`config.mk`:
```
export PLATFORM = sky130hd
export DESIGN_NAME = vga_scanout
export DESIGN_NICKNAME = d
export VERILOG_FILES = /design/src/rtl/vga_scanout.sv
export SDC_FILE = /design/constraint.sdc
export NUM_CORES = 1
export LEC_CHECK = 0
export ABC_AREA = 1
export CAP_MARGIN = 0
export CORE_ASPECT_RATIO = 1.75
export CORE_MARGIN = 2
export CORE_UTILIZATION = 50
export DETAILED_ROUTE_END_ITERATION = 10
export GPL_ROUTABILITY_DRIVEN = 0
export PLACE_DENSITY = 0.8
export SYNTH_ARGS = -nofsm -noshare
export SYNTH_HDL_FRONTEND = slang
export SYNTH_SLANG_ARGS = --single-unit
```
`constraint.sdc`:
```
create_clock -name clk -period 1.55 [get_ports clk]
set_input_delay 0.2325 -clock clk [delete_from_list [all_inputs] [get_ports clk]]
set_output_delay 0.2325 -clock clk [all_outputs]
set_load 0.02 [all_outputs]
```
`src/rtl/vga_scanout.sv`:
```
// vga_scanout: frame-buffer read controller producing 640x480@60 VGA timing.
// Counters drive a registered read address, the returned palette index is
// converted to 12-bit RGB through a registered ROM, and sync/active flags are
// delayed so that sync and colour for one pixel reach the pins together.
// Build option: define VGA_SCALE2X_EN to show the buffer pixel-doubled (2x2).
module vga_scanout #(
   parameter int RD_LATENCY = 1,
   parameter int H_ACTIVE   = 640,
   parameter int H_FP       = 16,
   parameter int H_SYNC     = 96,
   parameter int H_BP       = 48,
   parameter int V_ACTIVE   = 480,
   parameter int V_FP       = 10,
   parameter int V_SYNC     = 2,
   parameter int V_BP       = 33
) (
   input  logic       clk,
   input  logic       rst,
   output logic [9:0] vga_row,
   output logic [9:0] vga_col,
   input  logic [7:0] vga_data,
   output logic       hsync,
   output logic       vsync,
   output logic [3:0] red,
   output logic [3:0] green,
   output logic [3:0] blue,
   output logic       vblank,
   output logic       frame_start
);

   // address register + read latency + palette register
   localparam int PIPE_DEPTH = RD_LATENCY + 2;

   localparam logic [9:0] H_LAST     = 10'(H_ACTIVE + H_FP + H_SYNC + H_BP - 1);
   localparam logic [9:0] V_LAST     = 10'(V_ACTIVE + V_FP + V_SYNC + V_BP - 1);
   localparam logic [9:0] H_ACT      = 10'(H_ACTIVE);
   localparam logic [9:0] V_ACT      = 10'(V_ACTIVE);
   localparam logic [9:0] HS_START   = 10'(H_ACTIVE + H_FP);
   localparam logic [9:0] HS_END     = 10'(H_ACTIVE + H_FP + H_SYNC);
   localparam logic [9:0] VS_START   = 10'(V_ACTIVE + V_FP);
   localparam logic [9:0] VS_END     = 10'(V_ACTIVE + V_FP + V_SYNC);
   localparam logic [9:0] ADDR_BLANK = 10'd1023;

   // 2C02 palette, 4 bits per channel, {R,G,B}
   localparam logic [11:0] PALETTE [64] = '{
      12'h666, 12'h029, 12'h11B, 12'h40A, 12'h608, 12'h704, 12'h710, 12'h520,
      12'h330, 12'h040, 12'h040, 12'h041, 12'h034, 12'h000, 12'h000, 12'h000,
      12'hAAA, 12'h15E, 12'h43F, 12'h73F, 12'hA2C, 12'hB27, 12'hB20, 12'h940,
      12'h660, 12'h270, 12'h080, 12'h074, 12'h068, 12'h000, 12'h000, 12'h000,
      12'hFFF, 12'h6AF, 12'h98F, 12'hC7F, 12'hF6F, 12'hF6B, 12'hF85, 12'hE90,
      12'hBB0, 12'h7D0, 12'h4E2, 12'h3D8, 12'h4CD, 12'h444, 12'h000, 12'h000,
      12'hFFF, 12'hBDF, 12'hCCF, 12'hEBF, 12'hFBF, 12'hFBD, 12'hFCB, 12'hFDA,
      12'hEE9, 12'hCF9, 12'hAFA, 12'hAFD, 12'hAEF, 12'hBBB, 12'h000, 12'h000
   };

   logic [9:0]            h_cnt_reg, h_cnt_next;
   logic [9:0]            v_cnt_reg, v_cnt_next;
   logic [9:0]            row_next, col_next;
   logic                  active_now, hsync_now, vsync_now;
   logic [PIPE_DEPTH-1:0] act_pipe_reg, hs_pipe_reg, vs_pipe_reg;
   logic [11:0]           pal_reg;
   logic                  data_unused;

   // the upper two index bits carry no colour information
   assign data_unused = ^vga_data[7:6];

   // next counter values: h wraps every line, v advances on the h wrap
   always_comb begin
      h_cnt_next = h_cnt_reg + 10'd1;
      v_cnt_next = v_cnt_reg;
      if (h_cnt_reg == H_LAST) begin
         h_cnt_next = '0;
         v_cnt_next = (v_cnt_reg == V_LAST) ? '0 : v_cnt_reg + 10'd1;
      end
   end

   assign active_now = (h_cnt_reg < H_ACT) && (v_cnt_reg < V_ACT);
   assign hsync_now  = !((h_cnt_reg >= HS_START) && (h_cnt_reg < HS_END));
   assign vsync_now  = !((v_cnt_reg >= VS_START) && (v_cnt_reg < VS_END));

   // read address: the counter position in the active area, an off-buffer address otherwise
   always_comb begin
      row_next = ADDR_BLANK;
      col_next = ADDR_BLANK;
      if (active_now) begin
`ifdef VGA_SCALE2X_EN
         row_next = {1'b0, v_cnt_reg[9:1]};
         col_next = {1'b0, h_cnt_reg[9:1]};
`else
         row_next = v_cnt_reg;
         col_next = h_cnt_reg;
`endif
      end
   end

   // counters and registered read address
   always_ff @(posedge clk) begin
      if (rst) begin
         h_cnt_reg <= '0;
         v_cnt_reg <= '0;
         vga_row   <= '0;
         vga_col   <= '0;
      end else begin
         h_cnt_reg <= h_cnt_next;
         v_cnt_reg <= v_cnt_next;
         vga_row   <= row_next;
         vga_col   <= col_next;
      end
   end

   // flag delay line matching the address/read/palette path
   always_ff @(posedge clk) begin
      if (rst) begin
         act_pipe_reg <= '0;
         hs_pipe_reg  <= '1;
         vs_pipe_reg  <= '1;
      end else begin
         act_pipe_reg <= {act_pipe_reg[PIPE_DEPTH-2:0], active_now};
         hs_pipe_reg  <= {hs_pipe_reg[PIPE_DEPTH-2:0], hsync_now};
         vs_pipe_reg  <= {vs_pipe_reg[PIPE_DEPTH-2:0], vsync_now};
      end
   end

   // palette ROM with registered read
   always_ff @(posedge clk) begin
      if (rst) begin
         pal_reg <= '0;
      end else begin
         pal_reg <= PALETTE[vga_data[5:0]];
      end
   end

   assign hsync              = hs_pipe_reg[PIPE_DEPTH-1];
   assign vsync              = vs_pipe_reg[PIPE_DEPTH-1];
   assign {red, green, blue} = act_pipe_reg[PIPE_DEPTH-1] ? pal_reg : 12'h000;

   // frame markers follow the counters directly; frame_start is held off during reset
   assign vblank      = (v_cnt_reg >= V_ACT);
   assign frame_start = !rst && (h_cnt_reg == '0) && (v_cnt_reg == '0);

endmodule

```
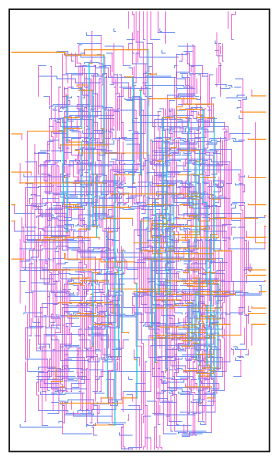
Run 1: routed metal, one color a layer
Scale: 4 px per µm.
| layer | color | wire length |
|---|---|---|
| met1 | blue | 3570 µm |
| met2 | magenta | 5970 µm |
| met3 | orange | 838 µm |
| met4 | cyan | 1020 µm |
GRT Util Overall: 0.323
WL final: 11400 µm

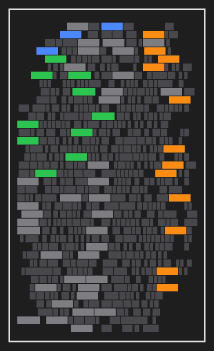
Run 1: where the registers sit
Scale: 3 px per µm.
| name in the netlist | color | flops |
|---|---|---|
| `vs_pipe_reg` | blue | 3 |
| `pal_reg` | orange | 12 |
| `v_cnt_reg` | green | 10 |
not colored: 36

==> results.json, run 1 <==
{
  "drt_first_pass_iters": 7,
  "fp_util": 0.517,
  "power_density_nw_per_um2": 755,
  "hold_viol_final": 0,
  "r2r_start": "h_cnt_reg[1]$_SDFF_PP0_",
  "grt_max_degree": 35,
  "power_frac_seq": 0.466,
  "numClockSinks": 61,
  "ys_ff": 61,
  "hold_slack_ns": 0.402,
  "floorplan.nets": 508,
  "finalPower_mw": 3.48,
  "largest_register_ff_count": 12,
  "antenna_found_initial": 0,
  "cts_max_path_buffers": 2,
  "cp.depth": 6,
  "drt_iter0_drc": 537,
  "maxSlewHeadroom": 0.703,
  "area_growth_syn_to_layout_pct": 42.9,
  "reg2reg_depth": 10,
  "cp.required_ns": 1.32,
  "postPlaceCellArea_um2": 4300,
  "crit_start": "v_cnt_reg[6]$_SDFFE_PP0N_",
  "nNetsFinal": 636,
  "crit_fanout": 2,
  "critical-path-top-delay-family": "simple AND/OR/NAND/NOR gates",
  "fmax_ghz": 0.605,
  "rr_endpoint": "v_cnt_reg[9]$_SDFFE_PP0N_",
  "critPathCaptureType": "output port",
  "yosys.stat.seqShare": 0.379,
  "final.setup.tns_ns": -0.122,
  "htree_levels": 3,
  "io_pins": 46,
  "layout-drive-gt1-share": 0.254,
  "clkLatencyLatePin_ns": 0.35,
  "ys_chip_area_um2": 3220,
  "antenna_left": 0,
  "n_fill_cell": 451,
  "instances_no_fill": 695,
  "skew_ns": 0.00792,
  "met1_usage": 0.292,
  "p_clk_frac": 0.378,
  "die_h_um": 110,
  "yosys_cells": 483,
  "status": "finished, violations left",
  "hold_end": "act_pipe_reg[2]$_SDFF_PP0_",
  "drc_errors": 0,
  "tool_warnings": 41,
  "crit_path_cell_trace": "inv_2 > nand2_2 > nor2_4 > nand4_1 > nor3_2 > buf_4",
  "setup_viol": 2,
  "period_used_share": 1.07,
  "portBuffers": 43,
  "design_area_um2": 4600,
  "synth.cell_area_um2": 3220,
  "max_stage_delay_ns": 0.32,
  "first_global_vias": 3763,
  "wire_per_inst_um": 16.4,
  "slew_violations": 0,
  "clockRootBuffer": "clkbuf_8",
  "net-switching-power_mw": 0.950,
  "vias": 3939,
  "hp-class": "flip-flop to flip-flop",
  "grt-ovfl-total": 0,
  "cap_violations": 0,
  "drt-vias-per-instance": 5.67,
  "chipArea_um2": 7130,
  "hp-start": "act_pipe_reg[1]$_SDFF_PP0_",
  "top_area_frac": 0.379,
  "intPower_mw": 2.53,
  "critical_path_class": "flip-flop to output port",
  "p_leak_nw": 2.27,
  "fin_crit_ns": 1.65,
  "synth_warnings": 0,
  "power.share.combinational": 0.156,
  "swShare": 0.273,
  "logic_area_um2": 1820,
  "rows": 38,
  "crit_slowest_cell": "dfxtp_2",
  "hpwlAfterDp_um": 7820,
  "rsz0062_at_grt": "true",
  "syn_inst": 483,
  "grt_pass1_wl_um": 17400,
  "coreArea_um2": 6230,
  "grt_use_met3": 0.0782,
  "startpoint_type": "flip-flop",
  "syn_avg_cell_area_um2": 6.67,
  "synth_area_leader_cell": "dfxtp_1",
  "diodes": 0,
  "cts_tree": "done",
  "violations": "negative setup slack",
  "setup_slack_ns": -0.103,
  "r2r_setup_slack_ns": 0.04,
  "flop_area_um2": 1230,
  "clk_pin_slew_ns": 0.06
}
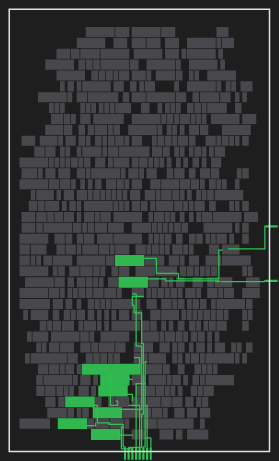
Run 1: I/O nets highlighted
Scale: 4 px per µm.
| port | color | bits | direction | end cells | buffers | wire |
|---|---|---|---|---|---|---|
| `vga_col` | green | 10 | output | 10 | 10 | 288 µm |

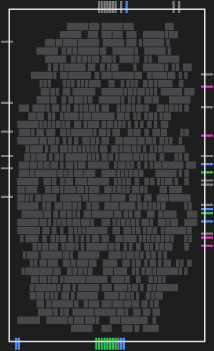
Run 1: pin map
Scale: 3 px per µm. Pins as bars across the die edge, other pins in gray.
| port | color | pins | direction | edge |
|---|---|---|---|---|
| `vga_col` | green | 10 | output | 8 bottom, 2 right |
| `green` | magenta | 4 | output | right |
| `vga_data` | blue | 8 | input | 4 bottom, 3 right, 1 top |
all pins by edge: 16 right, 13 bottom, 11 top, 6 left

-- run 1: timing repair --
item	CTS	global route
resized	53	39
hold buffers	0	0
endpoints found under the setup margin	30	60
gates cloned	1	2
setup buffers	2	1
pin swaps	7	12
-- run 1: per-stage QoR --
step	worst slack, ns	util
finish	-0.103	0.739
global route	-0.158	0.739
CTS	-0.122	0.728
detailed placement	-0.500	0.690
global placement	-0.412	0.690
floorplan	0.146	-
-- run 1: worst register-to-register path: cells and delay by family (launching register included) --
kind,cells,cell delay [ns]
simple gates,7,0.66
flops,1,0.33
buf+inv,2,0.28
fa+ha+maj,1,0.14
-- run 1: cells in the mapped netlist --
master     count
nand2_1      125
nand3_1       39
o21ai_0       38
o21a_1         2
or2_1          1
o21ai_2        1
nand3b_1       1
a21oi_1       25
nand4_1        9
nor3b_1        1
nor3_1         8
nor2_1        59
nor4_1         1
or2_2          4
o21ai_1        1
buf_2          5
o22ai_1        1
nor2_2         1
clkbuf_1       6
nor2_4         1
buf_4          4
o2111ai_1      1
nand2_2        3
xor2_1         5
inv_2          1
ha_1          15
o211ai_1       5
inv_1         59
dfxtp_1       61
-- run 1: cells in the final DEF (no fill, tap or decap), types with 6 or more instances in the layout --
| cell type | instances |
|---|---|
| nand3_1 | 37 |
| a21oi_1 | 25 |
| o21ai_0 | 37 |
| nand2_2 | 12 |
| ha_1 | 11 |
| clkdlybuf4s50_1 | 25 |
| inv_1 | 55 |
| nand2_1 | 116 |
| nor3_1 | 6 |
| clkbuf_2 | 9 |
| nor2_1 | 54 |
| clkbuf_8 | 12 |
| nand4_1 | 9 |
| dfxtp_1 | 56 |
| buf_4 | 84 |
-- run 1: area by class of cell --
| class | count | area share |
|---|---|---|
| inverter | 60 | 0.0489 |
| sequential | 61 | 0.267 |
| timing repair buffer | 130 | 0.229 |
| multi-input combinational | 349 | 0.395 |
| clock inverter | 1 | 0.00109 |
| clock buffer | 14 | 0.0375 |
| tap | 80 | 0.0217 |
-- run 1: cells by family after synthesis --
logic type | after synthesis | synth area share
and+or+nand+nor | 253 | 0.332
adders and majority gates | 15 | 0.0582
DFF | 61 | 0.379
xor gates and xnor gates | 5 | 0.0136
AOI/OAI and AO/OA | 74 | 0.123
buffers and inverters | 75 | 0.0939
-- run 1: how the worst max path moves through the flow --
stage / to
after floorplan: frame_start
after global placement: frame_start
after detailed placement: frame_start
after CTS: frame_start
after global routing: frame_start
final: frame_start
-- run 1: power groups by stage --
stage | Clock (mW) | Sequential, mW | Combinational, mW
floorplan | 0 | 1.66 | 0.259
global placement | 0 | 1.65 | 0.480
detailed placement | 0 | 1.65 | 0.495
CTS | 1.31 | 1.62 | 0.498
global route | 1.37 | 1.62 | 0.578
finish | 1.31 | 1.62 | 0.541
-- run 1: metal layers --
layer	routed length, µm	share of wire
met1	3570	0.31
met2	5970	0.52
met3	837	0.073
met4	1020	0.089
met5	0	0
==> run 2, diff against run 1 <==
clock period = 2.04 ns   (was 1.55 ns; I/O delays follow)
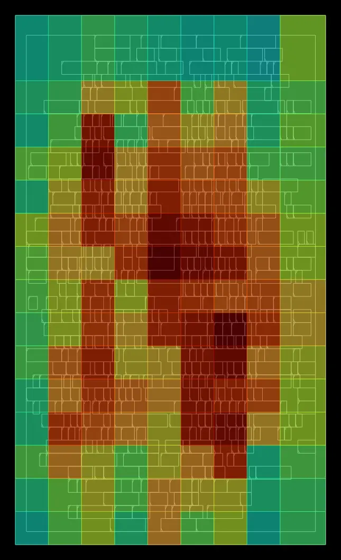
Run 2: track usage over the die
busiest grt layer: met2
met2 Track Usage GR: 0.529
per-cell routed wire length: 14.8 µm
GRT Util Overall: 0.290

==> run 2 against run 1 <==
Effect of this change: via count is 12% lower; critical path depth is 3 lower; sequential share of layout area is 3.2 points higher; global-route usage is 3.3 points lower; synthesized cell count stayed put; register-to-register slack better by 0.38 ns; the run now ends clean; final area is 11% lower; clock skew hardly changed; sequential power is 24% lower; critical path type unchanged; largest cell class unchanged; worst hold slack worse by 0.0067 ns; largest power group unchanged.
==> results.json, run 2 <==
{
  "status": "finished, final reports clean",
  "fin_crit_ns": 1.83,
  "clockRootBuffer": "clkbuf_8",
  "hp-class": "flip-flop to flip-flop",
  "area_leaders": "dfxtp_1, nand2_1, inv_1",
  "lay_top_cells": "nand2_1, dfxtp_1, inv_1, nor2_1, clkdlybuf4s50_1",
  "arrival_ns": 1.52,
  "power_density_nw_per_um2": 649,
  "numClockSinks": 61,
  "top_cell": "nand2_1",
  "cts_tree": "done",
  "crit_start": "act_pipe_reg[2]$_SDFF_PP0_",
  "critPathCaptureType": "output port",
  "tool_warnings": 39,
  "grt_max_degree": 35,
  "yosys.stat.seqShare": 0.379,
  "synth-main-ff-cell": "dfxtp_1",
  "holdBufCountCts": 0,
  "period_used_share": 0.897,
  "finalPower_mw": 2.65,
  "rows": 38,
  "portBuffers": 43,
  "skew_ns": 0.00752,
  "largest_register_ff_count": 12,
  "worst_pin_slew_ns": 0.401,
  "instances_no_fill": 634,
  "flop_area_um2": 1220,
  "drc_errors": 0,
  "postPlaceCellArea_um2": 3890,
  "area_growth_syn_to_layout_pct": 26.8,
  "synth_warnings": 0,
  "first_global_vias": 3317,
  "crit_fanout": 12,
  "diodes": 0,
  "antenna_found_initial": 0,
  "met2WireLength_um": 4890,
  "grt_pass1_wl_um": 15500,
  "drt-vias-per-instance": 5.50,
  "grt-ovfl-total": 0,
  "logic_area_um2": 1700,
  "drt_first_pass_iters": 5,
  "synth_area_leader_cell": "dfxtp_1",
  "top_cells_by_count": "nand2_1, dfxtp_1, inv_1, nor2_1, nand3_1",
  "ys_ff": 61,
  "r2r_setup_slack_ns": 0.42,
  "clkLatencyLatePin_ns": 0.36,
  "post-route-util": 0.656,
  "drt-met1-wl_um": 3240,
  "top_area_frac": 0.379,
  "vias": 3484,
  "slew_violations": 0,
  "rsz0062_at_grt": "false",
  "htree_levels": 3,
  "fmax_ghz": 0.546,
  "design_area_um2": 4090,
  "coreArea_um2": 6230,
  "p_leak_nw": 1.91,
  "yosys_cells": 483,
  "startpoint_type": "flip-flop",
  "critical_path_class": "flip-flop to output port",
  "drt_iter0_drc": 442,
  "cap_violations": 0,
  "die_h_um": 110,
  "nNetsFinal": 574,
  "hold_slack_ns": 0.395,
  "post_cts_buffers": 0,
  "maxSlewHeadroom": 0.731,
  "syn_avg_cell_area_um2": 6.67,
  "layout_top_cell": "nand2_1",
  "cts_max_path_buffers": 2,
  "ys_chip_area_um2": 3220,
  "cp.required_ns": 1.73,
  "highest_layer": "met4",
  "antenna_left": 0,
  "reg2reg_depth": 9,
  "route.met3.wl_um": 647,
  "ys_types": 29,
  "io_pins": 46,
  "clk_pin_slew_ns": 0.07,
  "n_fill_cell": 552,
  "fp_util": 0.517,
  "chipArea_um2": 7130,
  "numCtsBuffers": 9,
  "floorplan.nets": 508,
  "edf_count": 0,
  "hold_viol_final": 0,
  "setup_viol": 0,
  "hpwlAfterDp_um": 6780,
  "layout-drive-gt1-share": 0.0993,
  "routed_wl_um": 9380,
  "rr_endpoint": "v_cnt_reg[9]$_SDFFE_PP0N_",
  "r2r_start": "h_cnt_reg[0]$_SDFF_PP0_",
  "crit_end": "blue[0]",
  "ctsResizeCount": 2,
  "async_reset_ff_frac": 0,
  "peakVddDrop_mv": 0.548,
  "synth.cell_area_um2": 3220,
  "syn_inst": 483
}
-- run 2: cell counts after synthesis --
Identical to the previous run, type by type.
-- run 2: worst min path at each step --
stage | startpoint | end | cells past startpoint
6_report | act_pipe_reg[1]$_SDFF_PP0_ | act_pipe_reg[2]$_SDFF_PP0_ | 2
3_5_place_dp | act_pipe_reg[1]$_SDFF_PP0_ | act_pipe_reg[2]$_SDFF_PP0_ | 2
4_1_cts | act_pipe_reg[1]$_SDFF_PP0_ | act_pipe_reg[2]$_SDFF_PP0_ | 2
3_3_place_gp | act_pipe_reg[1]$_SDFF_PP0_ | act_pipe_reg[2]$_SDFF_PP0_ | 2
2_1_floorplan | act_pipe_reg[0]$_SDFF_PP0_ | act_pipe_reg[1]$_SDFF_PP0_ | 2
5_1_grt | act_pipe_reg[1]$_SDFF_PP0_ | act_pipe_reg[2]$_SDFF_PP0_ | 2
-- run 2: cells by family (layout without fill, tap and decap cells) --
group,Yosys count,in the layout,synth area share
AND-OR/OR-AND,74,74,0.123
flip-flops,61,61,0.379
buffers and inverters,75,146,0.0939
AND/OR/NAND/NOR,253,253,0.332
XOR/XNOR,5,5,0.0136
adder cells (fa/ha/maj),15,15,0.0582
-- run 2: layer usage --
metal | vias up | GRT usage
li1 | 1678 | -
met1 | 1546 | 0.284
met2 | 203 | 0.529
met3 | 57 | 0.0680
met4 | 0 | 0.202
met5 | - | 0
-- run 2: worst max-delay path, stage by stage, from the launching register on --
cell and delay (ns):
dfxtp_2 0.45, nand2_1 0.08, inv_1 0.05, clkdlybuf4s50_1 0.59
-- run 2: area by class of cell --
class / count / share of cell area
repair buffers: 70 / 0.157
clock inverters: 4 / 0.0116
multi-input cells: 347 / 0.417
inverters: 60 / 0.0551
well taps: 80 / 0.0245
flip-flops and latches: 61 / 0.299
clock buffers: 12 / 0.0355
-- run 2: where the power goes --
group	switching [mW]	leakage, nW	internal, mW
registers	0.0115	0.497	1.22
logic	0.213	1.31	0.123
clock network	0.491	0.0964	0.594
-- run 2: stage by stage --
stage | TNS [ns] | setup slack (ns)
detailed placement | -0.0799 | -0.0799
CTS | 0 | 0.00653
floorplan | 0 | 0.563
finish | 0 | 0.209
global route | 0 | 0.105
global placement | -0.0659 | -0.0659
==> run 3, diff against run 2 <==
CORE_UTILIZATION = 35   (was 50)
MAX_ROUTING_LAYER = met4   (was unset)
PLACE_DENSITY = 0.61   (was 0.8)
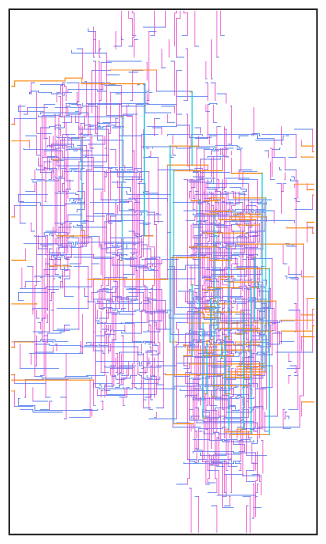
Run 3: routed metal, one color a layer
Scale: 4 px per µm.
| layer | color | wire length |
|---|---|---|
| met3 | orange | 592 µm |
| met2 | magenta | 5150 µm |
| met4 | cyan | 656 µm |
| met1 | blue | 3450 µm |
WL final: 9850 µm
per-cell routed wire length: 14.4 µm
GRT Util Overall: 0.212
via count: 3497

==> run 3 against run 2 <==
Effect of this change: worst setup slack better by 0.0094 ns; global-route usage down 7.7 points; sequential share of layout area down 1.7 points; count of clock-buffer cells in the layout down 2; core utilization down 18 points; clock skew about the same; register-to-register slack worse by 0.05 ns; sequential power about the same; clock power up 51%; critical endpoint is now frame_start.
==> results.json, run 3 <==
{
  "layout-drive-gt1-share": 0.115,
  "drt-vias-per-instance": 5.12,
  "area_growth_syn_to_layout_pct": 34.4,
  "synth.cell_area_um2": 3220,
  "cap_violations": 0,
  "finalPower_mw": 3.22,
  "final.setup.tns_ns": 0,
  "setup_slack_ns": 0.219,
  "reg2reg_depth": 9,
  "top_area_frac": 0.379,
  "fmax_ghz": 0.549,
  "ys_types": 29,
  "hp-class": "flip-flop to flip-flop",
  "rsz0062_at_grt": "false",
  "htree_levels": 3,
  "clkLatencyLatePin_ns": 0.33,
  "syn_inst": 483,
  "hold_slack_ns": 0.392,
  "startpoint_type": "input port",
  "edf_count": 0,
  "ys_chip_area_um2": 3220,
  "status": "finished, final reports clean",
  "antenna_left": 0,
  "holdBufCountCts": 0,
  "dp.cells": 667,
  "power_density_nw_per_um2": 743,
  "die_h_um": 131,
  "grt_max_degree": 35,
  "power.share.combinational": 0.109,
  "cts_tree": "done",
  "ys_ff": 61,
  "tool_warnings": 39,
  "largest_register_ff_count": 12,
  "rows": 46,
  "critPathCaptureType": "output port",
  "grt-ovfl-total": 0,
  "slew_violations": 0,
  "synth-main-ff-cell": "dfxtp_1",
  "peakVddDrop_mv": 0.546,
  "intPower_mw": 2.45,
  "yosys_cells": 483,
  "floorplan.nets": 508,
  "synth_area_leader_cell": "dfxtp_1",
  "layout_top_cell": "nand2_1",
  "top_cell": "nand2_1",
  "first_global_vias": 3362,
  "fp_util": 0.357,
  "clockRootBuffer": "clkbuf_16",
  "r2r_setup_slack_ns": 0.37,
  "nNetsFinal": 583,
  "p_leak_nw": 2.01,
  "p_clk_frac": 0.508,
  "min_path_cells": 2,
  "lay_top_cells": "nand2_1, dfxtp_1, inv_1, nor2_1, clkdlybuf4s50_1",
  "drc_errors": 0,
  "postPlaceCellArea_um2": 4010,
  "hold_viol_final": 0,
  "yosys.stat.seqShare": 0.379,
  "area_leaders": "dfxtp_1, nand2_1, inv_1",
  "dieWidth_um": 76.5,
  "design_area_um2": 4330,
  "net-switching-power_mw": 0.767,
  "instances_no_fill": 683,
  "power_frac_seq": 0.384,
  "setup_viol": 0,
  "place_ws_ns": -0.212,
  "worst_pin_slew_ns": 0.409,
  "numCtsBuffers": 9,
  "grt_pass1_wl_um": 16200,
  "numClockSinks": 61,
  "syn_avg_cell_area_um2": 6.67,
  "cp.required_ns": 1.73,
  "clk_pin_slew_ns": 0.05,
  "arrival_ns": 1.52,
  "async_reset_ff_frac": 0,
  "hpwlAfterDp_um": 7390,
  "drt_iter0_drc": 301,
  "portBuffers": 43,
  "top_cells_by_count": "nand2_1, dfxtp_1, inv_1, nor2_1, nand3_1",
  "critical_path_class": "input port to output port",
  "maxSlewHeadroom": 0.725,
  "skew_ns": 0.00754,
  "diodes": 0,
  "synth_warnings": 0,
  "cts_max_path_buffers": 2,
  "coreArea_um2": 9040,
  "period_used_share": 0.893,
  "fin_crit_ns": 1.82,
  "crit_fanout": 2,
  "post-route-util": 0.480,
  "swShare": 0.238,
  "chipArea_um2": 10000,
  "io_pins": 46,
  "antenna_found_initial": 0,
  "drt_first_pass_iters": 5
}
run 3: power by group through the flow:
stage / Sequential [mW] / Combinational, mW / Clock, mW
floorplan: 1.26 / 0.197 / 0
global placement: 1.26 / 0.341 / 0
detailed placement: 1.26 / 0.341 / 0
CTS: 1.23 / 0.343 / 1.67
global route: 1.24 / 0.386 / 1.73
finish: 1.23 / 0.350 / 1.63
run 3: final timing paths:
| check | startpoint | endpoint |
|---|---|---|
| setup reg to reg | h_cnt_reg[0]$_SDFF_PP0_ | v_cnt_reg[2]$_SDFFE_PP0N_ |
| setup / recovery | rst | frame_start |
| hold reg to reg | act_pipe_reg[1]$_SDFF_PP0_ | act_pipe_reg[2]$_SDFF_PP0_ |
| hold / removal | act_pipe_reg[1]$_SDFF_PP0_ | act_pipe_reg[2]$_SDFF_PP0_ |
run 3: metal layers:
metal  global-route usage  routed length (µm)
met1                0.191                3450
met2                0.386                5150
met3               0.0536                 591
met4                0.156                 655
met5                    -                   0
run 3: critical path, stage by stage:
cell and delay [ns]:
clkdlybuf4s50_1 0.45, nor2_1 0.20, nand4_1 0.12, nor3_1 0.24, clkbuf_2 0.21
run 3: kinds of logic (layout without fill, tap and decap cells):
family,after synthesis,in the layout,synth area share
compound gates,74,74,0.123
xor+xnor,5,5,0.0136
fa+ha+maj,15,15,0.0582
buf+inv,75,155,0.0939
flops,61,61,0.379
simple gates,253,253,0.332
run 3: cell type report:
type	count	area [µm²]
clock inverter	6	86.3
timing repair buffer	79	711
sequential	61	1220
inverter	60	225
clock buffer	10	239
multi-input combinational	347	1700
tap	120	150
fill	940	4700
run 3: what timing repair did:
item | 4_1_cts | 5_1_grt
buffers inserted | 0 | 0
gates resized | 1 | 5
setup endpoints to repair | 1 | 13
Power figures rest on the tool's default switching activity, not on a simulated workload.
